`config.mk`:
```
export PLATFORM = sky130hd
export DESIGN_NAME = apb_timer_slave
export DESIGN_NICKNAME = d
export VERILOG_FILES = /design/src/rtl/apb_timer_slave.sv
export SDC_FILE = /design/constraint.sdc
export NUM_CORES = 1
export LEC_CHECK = 0
export ABC_AREA = 1
export CORE_ASPECT_RATIO = 1.2
export CORE_UTILIZATION = 48
export CTS_CLUSTER_SIZE = 16
export DETAILED_ROUTE_END_ITERATION = 10
export PLACE_DENSITY = 0.76
export SYNTH_ARGS = -nofsm -noshare
export SYNTH_HDL_FRONTEND = slang
export SYNTH_SLANG_ARGS = --single-unit
```
`constraint.sdc`:
```
create_clock -name HCLK -period 1.77 [get_ports HCLK]
set_clock_uncertainty 0.05 [all_clocks]
set_input_delay 0.354 -clock HCLK [delete_from_list [all_inputs] [get_ports HCLK]]
set_output_delay 0.354 -clock HCLK [all_outputs]
set_load 0.005 [all_outputs]
```
`src/rtl/apb_timer_slave.sv`:
```
`default_nettype none
// ============================================================================
// Module      : apb_timer_slave
// Description : APB slave with a four-register bank and a prescaled 32-bit
//               auto-reload down-counter timer with sticky expiry and IRQ.
// Revision    : 1.0 - initial release
// ============================================================================
module apb_timer_slave #(
    parameter int SLOT = 0
) (
    input  logic        HCLK,
    input  logic        HRESETn,
    input  logic [2:0]  PSELx,
    input  logic        PENABLE,
    input  logic        PWRITE,
    input  logic [31:0] PADDR,
    input  logic [31:0] PWDATA,
    output logic [31:0] PRDATA,
    output logic        TIMER_IRQ
);

    localparam logic [1:0] c_slot        = 2'(SLOT);
    localparam logic [1:0] c_addr_ctrl   = 2'd0;
    localparam logic [1:0] c_addr_load   = 2'd1;
    localparam logic [1:0] c_addr_count  = 2'd2;
    localparam logic [1:0] c_addr_status = 2'd3;

    logic        r_en;
    logic        r_reload;
    logic        r_irq_en;
    logic [7:0]  r_prescale;
    logic [31:0] r_load;
    logic [31:0] r_count;
    logic        r_expired;
    logic [7:0]  r_ps;

    logic        w_sel;
    logic        w_wr;
    logic [1:0]  w_addr;
    logic        w_wr_ctrl;
    logic        w_wr_load;
    logic        w_wr_count;
    logic        w_wr_status;
    logic        w_tick;
    logic        w_expire;
    logic        w_unused_bits;

    assign w_sel       = PSELx[c_slot];
    assign w_wr        = w_sel & PENABLE & PWRITE;
    assign w_addr      = PADDR[3:2];
    assign w_wr_ctrl   = w_wr && (w_addr == c_addr_ctrl);
    assign w_wr_load   = w_wr && (w_addr == c_addr_load);
    assign w_wr_count  = w_wr && (w_addr == c_addr_count);
    assign w_wr_status = w_wr && (w_addr == c_addr_status);

    assign w_tick   = r_en && (r_ps == r_prescale);
    // A direct COUNT write overrides the tick, so it also suppresses expiry.
    assign w_expire = w_tick && (r_count == '0) && !w_wr_count;

    assign w_unused_bits = ^{PADDR[31:4], PADDR[1:0], PSELx};

    always_ff @(posedge HCLK or negedge HRESETn) begin
        if (!HRESETn) begin
            r_en       <= 1'b0;
            r_reload   <= 1'b0;
            r_irq_en   <= 1'b0;
            r_prescale <= 8'd0;
        end else if (w_wr_ctrl) begin
            r_en       <= PWDATA[0];
            r_reload   <= PWDATA[1];
            r_irq_en   <= PWDATA[2];
            r_prescale <= PWDATA[15:8];
        end else if (w_expire && !r_reload) begin
            r_en <= 1'b0;
        end
    end

    always_ff @(posedge HCLK or negedge HRESETn) begin
        if (!HRESETn) begin
            r_load <= 32'd0;
        end else if (w_wr_load) begin
            r_load <= PWDATA;
        end
    end

    always_ff @(posedge HCLK or negedge HRESETn) begin
        if (!HRESETn) begin
            r_count <= 32'd0;
        end else if (w_wr_count) begin
            r_count <= PWDATA;
        end else if (w_tick) begin
            if (r_count != '0) begin
                r_count <= r_count - 32'd1;
            end else if (r_reload) begin
                r_count <= r_load;
            end
        end
    end

    // Expiry set takes priority over a simultaneous write-one-to-clear.
    always_ff @(posedge HCLK or negedge HRESETn) begin
        if (!HRESETn) begin
            r_expired <= 1'b0;
        end else if (w_expire) begin
            r_expired <= 1'b1;
        end else if (w_wr_status && PWDATA[0]) begin
            r_expired <= 1'b0;
        end
    end

    // PS is not reset by a PRESCALE change; a stale PS above the new compare
    // value wraps through 255 before matching.
    always_ff @(posedge HCLK or negedge HRESETn) begin
        if (!HRESETn) begin
            r_ps <= 8'd0;
        end else if (!r_en || w_tick) begin
            r_ps <= 8'd0;
        end else begin
            r_ps <= r_ps + 8'd1;
        end
    end

    always_comb begin
        PRDATA = 32'd0;
        if (w_sel && !PWRITE) begin
            case (w_addr)
                c_addr_ctrl:   PRDATA = {16'd0, r_prescale, 5'd0, r_irq_en, r_reload, r_en};
                c_addr_load:   PRDATA = r_load;
                c_addr_count:  PRDATA = r_count;
                default:       PRDATA = {31'd0, r_expired};
            endcase
        end
    end

    assign TIMER_IRQ = r_expired & r_irq_en;

endmodule
`default_nettype wire

```
==> images/pdn.png <==
Drawn at 4 px/um. Pins as bars on the die edge. Tap cells in grey.
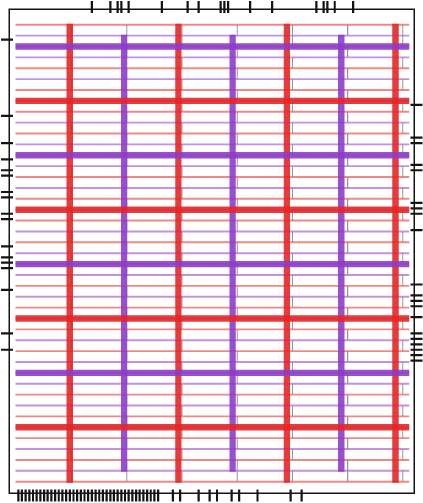
net	colour
VDD	purple
VSS	red
rows	42
signal pins	104
tap cells	154

==> images/cell_classes.png <==
Drawn at 4 px/um. Fill, decap, tap and diode cells in grey.
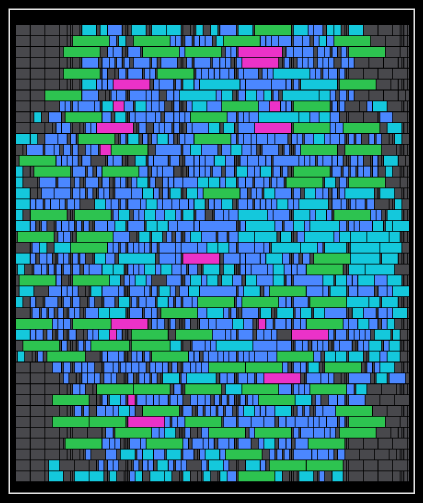
class	colour	cells	share of their area
other buffers and delay cells	cyan	215	24%
flip-flops	green	84	25%
clock drivers and dummy loads	magenta	16	3.5%
all other logic	blue	741	47%
Design Area, Final: 8509 um2
Core ar.: 11,250 um2
fin util: 75.67%
flop share of the area: 24.76%
row count: 42

==> impl_metrics.toml <==
# generated from flow reports
[synthesis]
top_logic_kind = "simple AND/OR/NAND/NOR gates"
ys_seq_share_pct = 37.33
area_leaders = "dfrtp_1 37%, nand2_1 22%, nand3_1 6.4%"
synth.top_cell.area_share_pct = 37.33
ys_types = 34
yosysCellCount = 856
yosys.area.top_type = "dfrtp_1"
edf_count = 0
synth_area_per_cell_um2 = 6.578

[run]
max-cap-violations = 0

[drt]
first_pass_iters = 6

[status]
status = "finished with violations"
violations = "setup timing"

[worst_setup_path]
r2r_setup_slack_ps = -300
rr_endpoint = "r_count[22]$_DFFE_PN0P_"
arrival_ps = 2260
cp-start-kind = "register"

[final_timing]
period_needed_ps = 2075
finalCritPeriodShare_pct = 117.2
setup_viol_count_final = 36
finalHoldViolCount = 0
worst_pin_slew_ps = 386.0
fmax_mhz = 482.0
slew_headroom_pct = 74.21
fin_ws_ps = -304.7

[layout]
synthToLayoutAreaGrowth_pct = 51.13
fillers = 799
diodes = 0

[pwr]
vdd_drop_max_mv = 0.6942
p_switching_uw = 4756
p_leak_uw = 0.004305

[floorplanning]
die-area_um2 = 12170

[global_route]
antenna_found_initial = 0

[placement]
finalWeightedCongestion = 0.9509
==> images/clock_map.png <==
Drawn at 3 px/um.
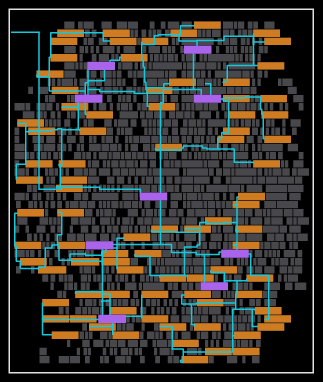
[clock wires] cyan | length: 1,190 um
[flip-flops] orange | count: 84
[cells driving clock nets] purple | count: 9
flops lie	all over the die
clock network power: 1920 uW
Clock power frac: 17.6%
Worst-Skew Late Latency: 350 ps

[flip-flops by register name, indices dropped and copies added (netlist names)]
| signal | count |
|---|---|
| r_count | 32 |
| r_load | 32 |
| r_prescale | 8 |
| r_ps | 8 |
| r_en | 1 |
| r_expired | 1 |
| r_irq_en | 1 |
| r_reload | 1 |
[layout make-up]
cell class,instances,area (um2),area share [%]
Timing Repair Buffer,215,2033,23.89
Sequential cell,84,2107,24.76
Clock buffer,9,225.2,2.647
Clock inverter,7,67.56,0.7940
Inverter,89,356.6,4.191
Tap cell,154,192.7,2.264
Multi-Input combinational cell,652,3527,41.45
[what timing repair did]
action | 4_1_cts | 5_1_grt
gates cloned | 4 | 6
endpoints found under the setup margin | 66 | 65
resized | 237 | 99
setup buffers | 23 | 15
hold buffers | 1 | 0
pin swaps | 33 | 51
endpoints found under the hold margin | 22 | 0
[per-layer routing]
metal  vias to the layer above  track usage, %  wire, um
met2                       428           54.62     10130
met1                      3191           39.87      8143
met5                         -               0         0
met3                       114           6.012      2071
li1                       3116               -         -
met4                         0           15.22      1190
[cell usage after synthesis, types with 5 or more instances]
library cell	instances
dfrtp_1	84
nor3_1	8
xnor2_1	10
clkbuf_1	17
xor2_1	9
nand2_1	335
a21oi_1	25
o211ai_1	9
nor2_1	76
o21ai_0	44
nor2_4	5
nand4_1	20
inv_1	86
nand3b_1	6
mux2_2	9
buf_2	6
nand3_1	72
[critical path: cells and delay by family (launching register included)]
kind / cells / cell delay (ps)
simple gates: 9 / 1080
buf+inv: 3 / 400
flops: 1 / 430
[kinds of logic (layout without fill, tap and decap cells)]
logic type	after synthesis	count (layout)
xor gates and xnor gates	19	19
and+or+nand+nor	537	537
AOI/OAI and AO/OA	84	84
muxes	9	9
buffers and inverters	120	320
DFF	84	84
adders and majority gates	3	3
[how the worst max path moves through the flow]
stage | to | cells past startpoint | start | slack, ps
final | r_count[22]$_DFFE_PN0P_ | 12 | r_count[27]$_DFFE_PN0P_ | -300
after global routing | r_count[22]$_DFFE_PN0P_ | 11 | r_count[26]$_DFFE_PN0P_ | -370
after CTS | PRDATA[18] | 11 | PADDR[3] | -90
after detailed placement | PRDATA[0] | 7 | PADDR[2] | -830
after global placement | PRDATA[0] | 7 | PADDR[2] | -780
after floorplan | r_count[3]$_DFFE_PN0P_ | 12 | r_count[0]$_DFFE_PN0P_ | 20
[through the flow]
| stage | TNS, ps | std cells |
|---|---|---|
| final | -8166 | 1210 |
| after global routing | -10800 | 1210 |
| after CTS | -634.4 | 1194 |
| after detailed placement | -46650 | 1150 |
| after global placement | -45900 | 1150 |
| after floorplan | 0 | 856 |
[power groups by stage]
stage | sequential (uW) | combinational, uW | clock (uW)
2_1_floorplan | 2890 | 2530 | 0
6_report | 3000 | 5970 | 1920
4_1_cts | 2910 | 4950 | 1900
3_5_place_dp | 2900 | 4500 | 0
5_1_grt | 3040 | 6470 | 1990
3_3_place_gp | 2880 | 4420 | 0
No activity file was given, so power comes from the tool's default toggle rates.
